===== config.mk =====
export PLATFORM = sky130hd
export DESIGN_NAME = apb_master_arbiter
export DESIGN_NICKNAME = d
export VERILOG_FILES = /design/src/rtl/tpu_apb_pkg.sv /design/src/rtl/apb_rr_arbiter.sv /design/src/rtl/apb_master_arbiter.sv
export SDC_FILE = /design/constraint.sdc
export NUM_CORES = 1
export LEC_CHECK = 0
export ABC_AREA = 1
export CORE_MARGIN = 5
export CORE_UTILIZATION = 39
export CTS_BUF_LIST = sky130_fd_sc_hd__clkbuf_2 sky130_fd_sc_hd__clkbuf_4 sky130_fd_sc_hd__clkbuf_8
export DETAILED_ROUTE_END_ITERATION = 6
export PLACE_DENSITY = 0.83
export SYNTH_ARGS = -nofsm -noshare
export SYNTH_HDL_FRONTEND = slang
export SYNTH_HIERARCHICAL = 1
export SYNTH_SLANG_ARGS = --single-unit

===== constraint.sdc =====
create_clock -name i_clk -period 2 [get_ports i_clk]
set_clock_uncertainty 0.1 [all_clocks]
set_input_delay 0.3 -clock i_clk [delete_from_list [all_inputs] [get_ports i_clk]]
set_output_delay 0.3 -clock i_clk [all_outputs]
set_load 0.01 [all_outputs]

===== src/rtl/tpu_apb_pkg.sv =====
// Shared types and constants for the two-requester APB3 master.
package tpu_apb_pkg;

   typedef enum logic [1:0] {
      IDLE   = 2'd0,
      SETUP  = 2'd1,
      ACCESS = 2'd2,
      DONE   = 2'd3
   } apb_state_e;

   localparam int DEF_ADDR_W = 32;
   localparam int DEF_DATA_W = 32;

   localparam logic REQ_HOST   = 1'b0;
   localparam logic REQ_LOADER = 1'b1;

   // One-hot completion vector for a requester index.
   function automatic logic [1:0] req_onehot(input logic idx);
      logic [1:0] vec;
      if (idx == REQ_LOADER) begin
         vec = 2'b10;
      end else begin
         vec = 2'b01;
      end
      return vec;
   endfunction

endpackage


===== src/rtl/apb_rr_arbiter.sv =====
// Two-way round-robin pick: i_prio names the requester that wins a tie.
module apb_rr_arbiter
   import tpu_apb_pkg::*;
(
   input  logic [1:0] i_req_valid,
   input  logic       i_prio,
   input  logic       i_enable,
   output logic       o_grant,
   output logic       o_pick
);

   // Grant index and pick strobe from the current request set.
   always_comb begin
      o_grant = REQ_HOST;
      o_pick  = i_enable & (|i_req_valid);
      if (&i_req_valid) begin
         o_grant = i_prio;
      end else if (i_req_valid[1]) begin
         o_grant = REQ_LOADER;
      end else begin
         o_grant = REQ_HOST;
      end
   end

endmodule


===== src/rtl/apb_master_arbiter.sv =====
// APB3 master shared by two requesters with round-robin arbitration.
// Optional ACCESS-phase watchdog enabled by defining APB_TIMEOUT_EN.
module apb_master_arbiter
   import tpu_apb_pkg::*;
#(
   parameter int ADDR_W         = DEF_ADDR_W,
   parameter int DATA_W         = DEF_DATA_W,
   parameter int TIMEOUT_CYCLES = 16
) (
   input  logic                i_clk,
   input  logic                i_rst_n,
   input  logic [1:0]          i_req_valid,
   input  logic [1:0]          i_req_write,
   input  logic [2*ADDR_W-1:0] i_req_addr,
   input  logic [2*DATA_W-1:0] i_req_wdata,
   output logic [1:0]          o_rsp_done,
   output logic [DATA_W-1:0]   o_rsp_rdata,
   output logic                o_rsp_err,
   output logic [ADDR_W-1:0]   o_paddr,
   output logic                o_psel,
   output logic                o_penable,
   output logic                o_pwrite,
   output logic [DATA_W-1:0]   o_pwdata,
   input  logic [DATA_W-1:0]   i_prdata,
   input  logic                i_pready,
   input  logic                i_pslverr
);

   apb_state_e          state_q;
   logic                prio_q;
   logic                grant_q;
   logic [1:0]          rsp_done_q;
   logic [DATA_W-1:0]   rsp_rdata_q;
   logic                rsp_err_q;
   logic [ADDR_W-1:0]   paddr_q;
   logic                psel_q;
   logic                penable_q;
   logic                pwrite_q;
   logic [DATA_W-1:0]   pwdata_q;

   logic                grant_s;
   logic                pick_s;
   logic [ADDR_W-1:0]   sel_addr_s;
   logic [DATA_W-1:0]   sel_wdata_s;
   logic                sel_write_s;

`ifdef APB_TIMEOUT_EN
   localparam int CNT_W = $clog2(TIMEOUT_CYCLES + 1);
   logic [CNT_W-1:0]    tmo_cnt_q;
`else
   logic                unused_timeout_s;
   assign unused_timeout_s = (TIMEOUT_CYCLES == 0);
`endif

   apb_rr_arbiter u_rr (
      .i_req_valid (i_req_valid),
      .i_prio      (prio_q),
      .i_enable    (state_q == IDLE),
      .o_grant     (grant_s),
      .o_pick      (pick_s)
   );

   // Request fields of the requester the arbiter is currently picking.
   always_comb begin
      sel_addr_s  = i_req_addr[0 +: ADDR_W];
      sel_wdata_s = i_req_wdata[0 +: DATA_W];
      sel_write_s = i_req_write[0];
      if (grant_s == REQ_LOADER) begin
         sel_addr_s  = i_req_addr[ADDR_W +: ADDR_W];
         sel_wdata_s = i_req_wdata[DATA_W +: DATA_W];
         sel_write_s = i_req_write[1];
      end else begin
         sel_addr_s  = i_req_addr[0 +: ADDR_W];
         sel_wdata_s = i_req_wdata[0 +: DATA_W];
         sel_write_s = i_req_write[0];
      end
   end

   // Transfer FSM with registered APB and response outputs.
   always_ff @(posedge i_clk or negedge i_rst_n) begin
      if (!i_rst_n) begin
         state_q     <= IDLE;
         prio_q      <= REQ_HOST;
         grant_q     <= REQ_HOST;
         rsp_done_q  <= 2'b00;
         rsp_rdata_q <= '0;
         rsp_err_q   <= 1'b0;
         paddr_q     <= '0;
         psel_q      <= 1'b0;
         penable_q   <= 1'b0;
         pwrite_q    <= 1'b0;
         pwdata_q    <= '0;
`ifdef APB_TIMEOUT_EN
         tmo_cnt_q   <= '0;
`endif
      end else begin
         rsp_done_q <= 2'b00;
         case (state_q)
            IDLE: begin
               if (pick_s) begin
                  grant_q  <= grant_s;
                  prio_q   <= ~grant_s;
                  paddr_q  <= sel_addr_s;
                  pwdata_q <= sel_wdata_s;
                  pwrite_q <= sel_write_s;
                  psel_q   <= 1'b1;
                  state_q  <= SETUP;
               end else begin
                  state_q  <= IDLE;
               end
            end
            SETUP: begin
               penable_q <= 1'b1;
               state_q   <= ACCESS;
`ifdef APB_TIMEOUT_EN
               tmo_cnt_q <= '0;
`endif
            end
            ACCESS: begin
               if (i_pready) begin
                  rsp_rdata_q <= pwrite_q ? '0 : i_prdata;
                  rsp_err_q   <= i_pslverr;
                  rsp_done_q  <= req_onehot(grant_q);
                  psel_q      <= 1'b0;
                  penable_q   <= 1'b0;
                  state_q     <= DONE;
`ifdef APB_TIMEOUT_EN
               end else if (tmo_cnt_q == CNT_W'(TIMEOUT_CYCLES - 1)) begin
                  // Limit reached without PREADY: abort the transfer as an error.
                  tmo_cnt_q   <= tmo_cnt_q + CNT_W'(1);
                  rsp_rdata_q <= '0;
                  rsp_err_q   <= 1'b1;
                  rsp_done_q  <= req_onehot(grant_q);
                  psel_q      <= 1'b0;
                  penable_q   <= 1'b0;
                  state_q     <= DONE;
               end else begin
                  tmo_cnt_q   <= tmo_cnt_q + CNT_W'(1);
                  state_q     <= ACCESS;
`else
               end else begin
                  state_q     <= ACCESS;
`endif
               end
            end
            DONE: begin
               state_q <= IDLE;
            end
            default: begin
               psel_q    <= 1'b0;
               penable_q <= 1'b0;
               state_q   <= IDLE;
            end
         endcase
      end
   end

   assign o_rsp_done  = rsp_done_q;
   assign o_rsp_rdata = rsp_rdata_q;
   assign o_rsp_err   = rsp_err_q;
   assign o_paddr     = paddr_q;
   assign o_psel      = psel_q;
   assign o_penable   = penable_q;
   assign o_pwrite    = pwrite_q;
   assign o_pwdata    = pwdata_q;

endmodule


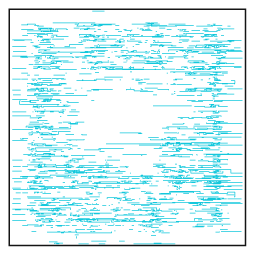
*M1 wires, run 1*
(2 px per um)
main direction = horizontal
longest straight run = 34.0 um
nets with wire on the layer = 844
DR vias: 4607
routed wire length: 15000 um

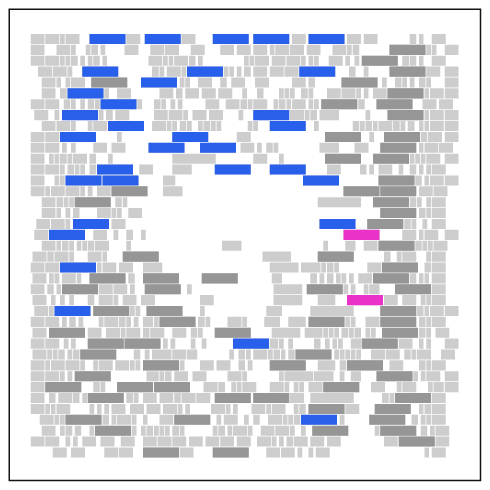
*Sequential cells colored by netlist name, run 1*
(4 px per um) Other sequential cells in the stronger gray, the rest of the logic in the fainter gray.
o_paddr -> blue  # placed flops 32
o_rsp_done -> magenta  # placed flops 2
not colored = 72

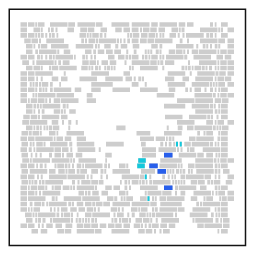
*Logic cells by family, run 1*
(2 px per um)
nor cells -> cyan  # cells 6, most used nor2_1
fa/ha/maj cells -> blue  # cells 4, most used ha_1
most common cell after layout, fill and taps aside: sky130_fd_sc_hd__nand2_1
fin cells: 947

==> run notes, run 1 <==
Implementation results.

The synthesized netlist cell count is 538. Summing all flip-flop and latch instances after layout gives 2650 um^2. The synth_stat.txt file lists the number of cells as 538. Per report_power, the Combinational row totals 4.88 mW. The number of buffers added for setup after CTS is 0. The proportion of synthesized chip area in sequential cells is 0.590. In this run the worst setup path begins at state_q[0]$_DFF_PN0_. The number of instances resized during post-cts repair is 0. The worst setup path is captured at a flip-flop.

The power report lists cell-internal power as 6.70 mW. On the critical path the data arrives at 2.02 ns. In this run, the synthesized area fraction spent on xor and xnor cells is recorded as 0. TritonCTS reports the number of clock sinks as 106. The final instance area is 7650 um^2.

The total grt overflow is 0. The fraction of power spent switching nets is 0.347. The run finished, with violations left.

The pin count of the biggest net entering global routing is 67. The die boundary height is 117 um. The first global-routing pass estimated 24800 um of wire. The number of flops mapped to enable cells by yosys is 0. The share of total power dissipated in the clock network is 0.166. Of the total synthesized cell area, the portion taken by AND, OR, NAND and NOR gates is 0.311. The area recorded from the Yosys report for this design is 4500 um^2. The setup slack of the most critical reg-to-reg path is 0.17 ns. The global routing usage on met3 is 0.0789. Total global-route track usage over all layers is 0.218. The DRC violation total left in the routed layout is recorded as 3.

The highest-utilization routing layer at the global route stage is met2. The checks that failed: DRC. The I/O pin total is 270. The later-pin clock latency in the skew report is 0.35 ns. The number of fill cells in the layout is 898.

The endpoint of the worst setup timing path is o_paddr[12]$_DFFE_PN0P_. The share of total power dissipated in sequential elements is 0.358. The largest stage delay on the critical path is 0.40 ns. The maximum VDD drop is 635 uV. The area growth from synthesis to layout is 70.0%. The peak clock frequency supported by timing is 547 MHz. The critical path buffer and inverter count is 3. The non-clock inverter instance count of the final layout is 11. The number of logic gates is 390. Pins over their slew limit in the final report were tallied at 0. After layout, the design draws a total of 10.3 mW. The aoi/oai-family share of the synthesized area is 0.0417.
### Congestion heat map, run 1

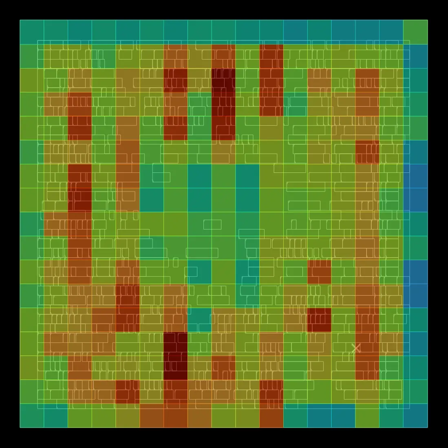

==> inputs of run 2 (changes only) <==
--- a/config.mk
+++ b/config.mk
@@ -11,6 +11,7 @@
 export CTS_BUF_LIST = sky130_fd_sc_hd__clkbuf_2 sky130_fd_sc_hd__clkbuf_4 sky130_fd_sc_hd__clkbuf_8
 export DETAILED_ROUTE_END_ITERATION = 6
 export PLACE_DENSITY = 0.83
+export RECOVER_POWER = 100
 export SYNTH_ARGS = -nofsm -noshare
 export SYNTH_HDL_FRONTEND = slang
 export SYNTH_HIERARCHICAL = 1
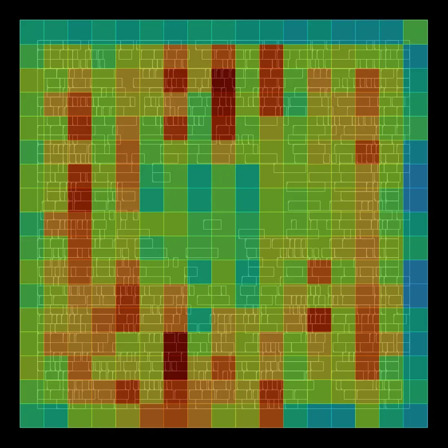
*Congestion heat map, run 2*
met3 track utilization from global routing: 0.0789
end-of-flow core utilization: 0.671
met1 Use GR: 0.259

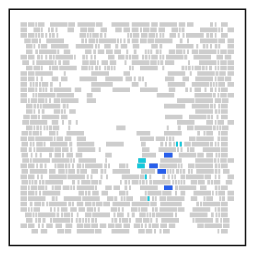
*Logic cells by family, run 2*
(2 px per um)
fa/ha/maj cells -> blue  # cells 4, most used ha_1
nor cells -> cyan  # cells 6, most used nor2_1
proportion of cell area occupied by multi-input gates: 0.216

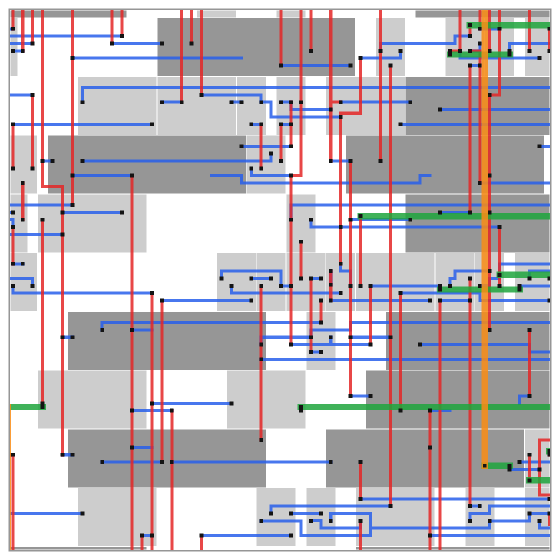
*Layout detail, run 2*
Region (76, 76) to (101, 101) um. Cells in gray, sequential cells in the stronger gray; small squares are vias.
M2 -> red
M4 -> orange
M3 -> green
M1 -> blue
cells with their middle in the window = 42
netlist names of flops here include = o_rsp_rdata (10)
most frequent = nand2_1 (15), dfrtp_1 (10), o21ai_0 (8)
sequential cells in the window = 10

==> run 2 against run 1 <==
The run now ends clean. Global-route usage unchanged. Register-to-register slack better by 0.02 ns. Worst setup slack better by 0.018 ns. Final cell count stayed put. Routed wire length is 0.23% lower.
==> run notes, run 2 <==
Implementation results.

The number of fill cells in the layout is 901. After technology mapping, the gate count stands at 538. The layout contains a multi-input combinational cell count of 390. Per STA, the startpoint of the critical path is state_q[0]$_DFF_PN0_. The pin count of the biggest net entering global routing is 67. The proportion of synthesized chip area in sequential cells is 0.590. VDD sags by at most 601 uV. The flow ran to the end, and the final reports show no timing, DRC or antenna violations. In this run, the synthesized area fraction spent on AND-OR/OR-AND gates is recorded as 0.0417.

For flop-to-flop paths, the worst setup slack is 0.19 ns. The most numerous logic cell after layout is sky130_fd_sc_hd__nand2_1. According to the I/O placement log, the pin count is 270. The die boundary height is 117 um.

The highest-utilization routing layer at the global route stage is met2. Counting the inverters off the clock network in the layout gives 11. Overall routing resource usage recorded by global route was 0.218.

The total grt overflow is 0. The first global-routing pass estimated 24800 um of wire. Clock latency on the worst-skew pair, taken at its later pin, is 0.35 ns.

The proportion of power drawn by the clock network is 0.173. The area growth from synthesis to layout is 69.7%. The total detailed-routing wirelength is 14900 um.

Power attributed to combinational cells is 4.52 mW. The detailed router placed 4617 vias in this run. The largest stage delay on the critical path is 0.40 ns. The post-layout instance count excluding filler cells is 947. OpenSTA lists the critical path endpoint as o_paddr[12]$_DFFE_PN0P_. Across the whole layout, storage elements account for 2650 um^2. The final instance area is 7630 um^2. The script computed the net switching share of total power as 0.357.

Along the critical path, the tally of buffer and inverter instances is 3. The DRC violation total left in the routed layout is recorded as 0. The number of clock sinks came to 106. The portion of total power attributed to sequential cells is 0.368. The worst setup path is captured at a flip-flop. The stat command in Yosys gives a chip area of 4500 um^2.
### Sequential cells colored by netlist name, run 2

(4 px per um) Other sequential cells in the stronger gray, the rest of the logic in the fainter gray.
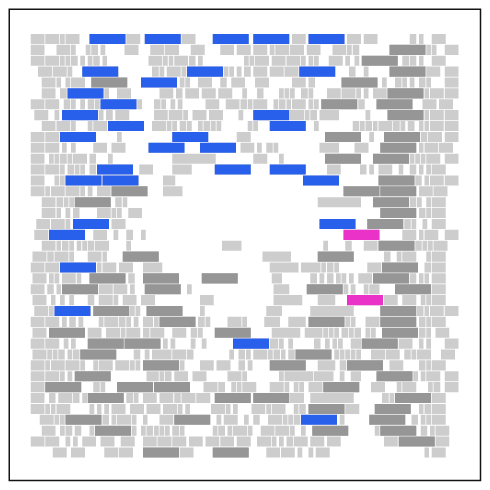

==> inputs of run 3 (changes only) <==
--- a/config.mk
+++ b/config.mk
@@ -6,13 +6,13 @@
 export NUM_CORES = 1
 export LEC_CHECK = 0
 export ABC_AREA = 1
+export ABC_CLOCK_PERIOD_IN_PS = 2000
 export CORE_MARGIN = 5
-export CORE_UTILIZATION = 39
+export CORE_UTILIZATION = 42
 export CTS_BUF_LIST = sky130_fd_sc_hd__clkbuf_2 sky130_fd_sc_hd__clkbuf_4 sky130_fd_sc_hd__clkbuf_8
 export DETAILED_ROUTE_END_ITERATION = 6
-export PLACE_DENSITY = 0.83
+export PLACE_DENSITY = 0.84
 export RECOVER_POWER = 100
 export SYNTH_ARGS = -nofsm -noshare
 export SYNTH_HDL_FRONTEND = slang
-export SYNTH_HIERARCHICAL = 1
 export SYNTH_SLANG_ARGS = --single-unit
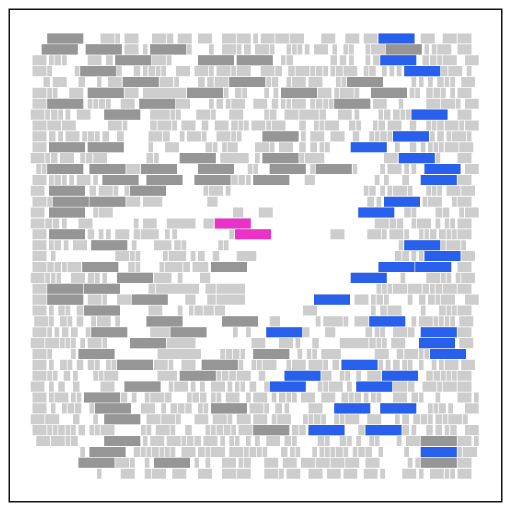
*Sequential cells colored by netlist name, run 3*
(4 px per um) Other sequential cells in the stronger gray, the rest of the logic in the fainter gray.
o_rsp_done -> magenta  # placed flops 2
o_paddr -> blue  # placed flops 32

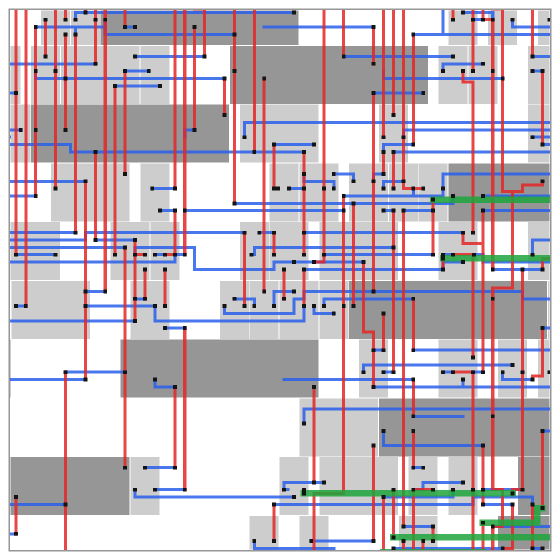
*Layout detail, run 3*
Region (80, 80) to (105, 105) um. Cells in gray, sequential cells in the stronger gray; small squares are vias.
M2 -> red
M3 -> green
M1 -> blue
sequential cells in the window = 8
netlist names of flops here include = o_paddr (4), o_pwdata (4)
cells with their middle in the window = 54
most frequent = nand2_1 (22), nand3_1 (10), dfrtp_1 (8)

==> run 3 against run 2 <==
Critical path depth shrank 8. Critical endpoint is now o_pwrite. Flip-flop count unchanged. First-iteration DRC count up 12%. Highest routed layer unchanged. Critical path type is now flip-flop to primary output. Synthesized cell count is 38% higher.
==> run notes, run 3 <==
Implementation results.

The run finished with clean final reports. The aoi/oai-family share of the synthesized area is 0.0370. In the global route stage, met3 resource usage came out at 0.0714.

The internal power consumption is 6.51 mW. The die is 123 um tall. The layout report gives the multi-input gate share of total cell area as 0.231. The final power report lists total power as 10.6 mW.

Per Yosys stat, the portion of area used by sequential elements is 0.497. Row generation in the floorplan step produced 41 rows. The worst slack at placement is 0.246 ns. OpenROAD emitted warnings numbering 30.

The synthesized design contains 106 register bits. TritonRoute reported its final design rule violation total as 0. The number of hold violations in the final report is 0. The setup check on the worst reg-to-reg path leaves a slack of 0.28 ns. The sequential standard cell area is 2650 um^2. The layout stage reports a final design area of 8480 um^2. Per the Yosys statistics, synthesis produced 740 cells. The average via count per standard cell is 4.70. In this run the worst setup path begins at o_pwrite$_DFFE_PN0P_. The post-synth area from yosys stat is 5340 um^2.

The multi-input combinational cells in the finished layout cover a total of 1950 um^2. The flow reports power dissipated in combinational cells as 5.32 mW. Setup repair after global routing left no endpoint under its margin.

For this run, global-route usage on met2 was measured as 0.367. The first detailed-routing pass ran for 5 iterations. For reference, the top cells by count after synthesis are sky130_fd_sc_hd__nand2_1 (268), sky130_fd_sc_hd__inv_1 (140), sky130_fd_sc_hd__nand3_1 (132). The power group with the highest consumption is combinational logic.

The endpoint kind of the worst setup timing path is a primary output. According to the finish report, the design has a final net count of 1165. Non-clock buffers in the final layout number 286. The arrival time reported for the critical path endpoint is 1.39 ns. In this run, post-CTS repair resized a total of 0 instances. The non-clock inverter instance count of the final layout is 141. The largest stage delay on the critical path is 0.62 ns. Per the layout report, the design carries 1072 filler cells.

For this run, the share of the core covered by cells in the final layout is 0.677. Entering global routing, the biggest net connects 68 pins. The first-pass GRT wire length is 26000 um. For this run, the number of standard cells in the final layout without fillers is 1169.

Per the run summary, max-cap violations total 0. Of the total synthesized cell area, the portion taken by AND, OR, NAND and NOR gates is 0.317. The share of total power dissipated in sequential elements is 0.350. Summed over all layers, the global routing overflow is 0.

The number of logic gates is 448. The most frequently used flop master after synthesis is sky130_fd_sc_hd__dfrtp_1. The highest-utilization routing layer at the global route stage is met2. The core utilization before placement is 0.426.

The leakage power in the latest report is 4.53 nW. For this run, the top clock speed supported by timing is 558 MHz. In the synthesized netlist, the number of instances is 740. The cell type with the largest total area is sky130_fd_sc_hd__dfrtp_1. The shortest clock period the worst path allows after layout is 1.79 ns. The width of the die is 123 um. In this run the remaining antenna-violating nets after routing total 0. In this run the worst setup path terminates at o_pwrite. For the worst-skew pair, the clock arrives at the later sink with an insertion delay of 0.36 ns.

The most frequent cell after synthesis is sky130_fd_sc_hd__nand2_1. Overall routing resource usage recorded by global route was 0.219. Looking at the reg2reg group, the worst path ends at o_paddr[9]$_DFFE_PN0P_. The setup path with the least slack is of type flip-flop to primary output. The maximum VDD drop is 763 uV. The top-area cell type share of the netlist area is 0.497. The max-slew violation count is 0. The fraction of power spent switching nets is 0.386. The number of flops mapped to enable cells by yosys is 0. The xor and xnor fraction of the mapped netlist area is 0. Of all the cell area in the finished design, non-clock buffers hold 0.340.

The report puts the hold buffer count at CTS at 1. After clock tree synthesis, the setup repair step added 0 buffers. Per the post-run analysis, buffers plus inverters along the critical path come to 1. The synthesized netlist occupies a cell area of 5340 um^2. Counting every sink on the clock net gives 106. The main area contributors are sky130_fd_sc_hd__dfrtp_1 (50%), sky130_fd_sc_hd__nand2_1 (19%), sky130_fd_sc_hd__nand3_1 (12%), sky130_fd_sc_hd__inv_1 (9.8%), sky130_fd_sc_hd__o21ai_0 (3.4%). The I/O pin total is 270. The proportion of power drawn by the clock network is 0.149.

The average wire per standard cell is 14.6 um. Leaving out fill and tap cells, the most frequent cell in the layout is sky130_fd_sc_hd__nand2_1. The area added between synthesis and finish is 58.9%.
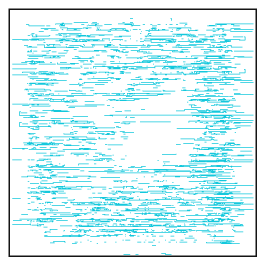
*M1 wires, run 3*
(2 px per um)
met1 Use GR: 0.259
routed wire length: 17100 um
DR vias: 5490

Power is estimated from default activity; no workload was simulated.
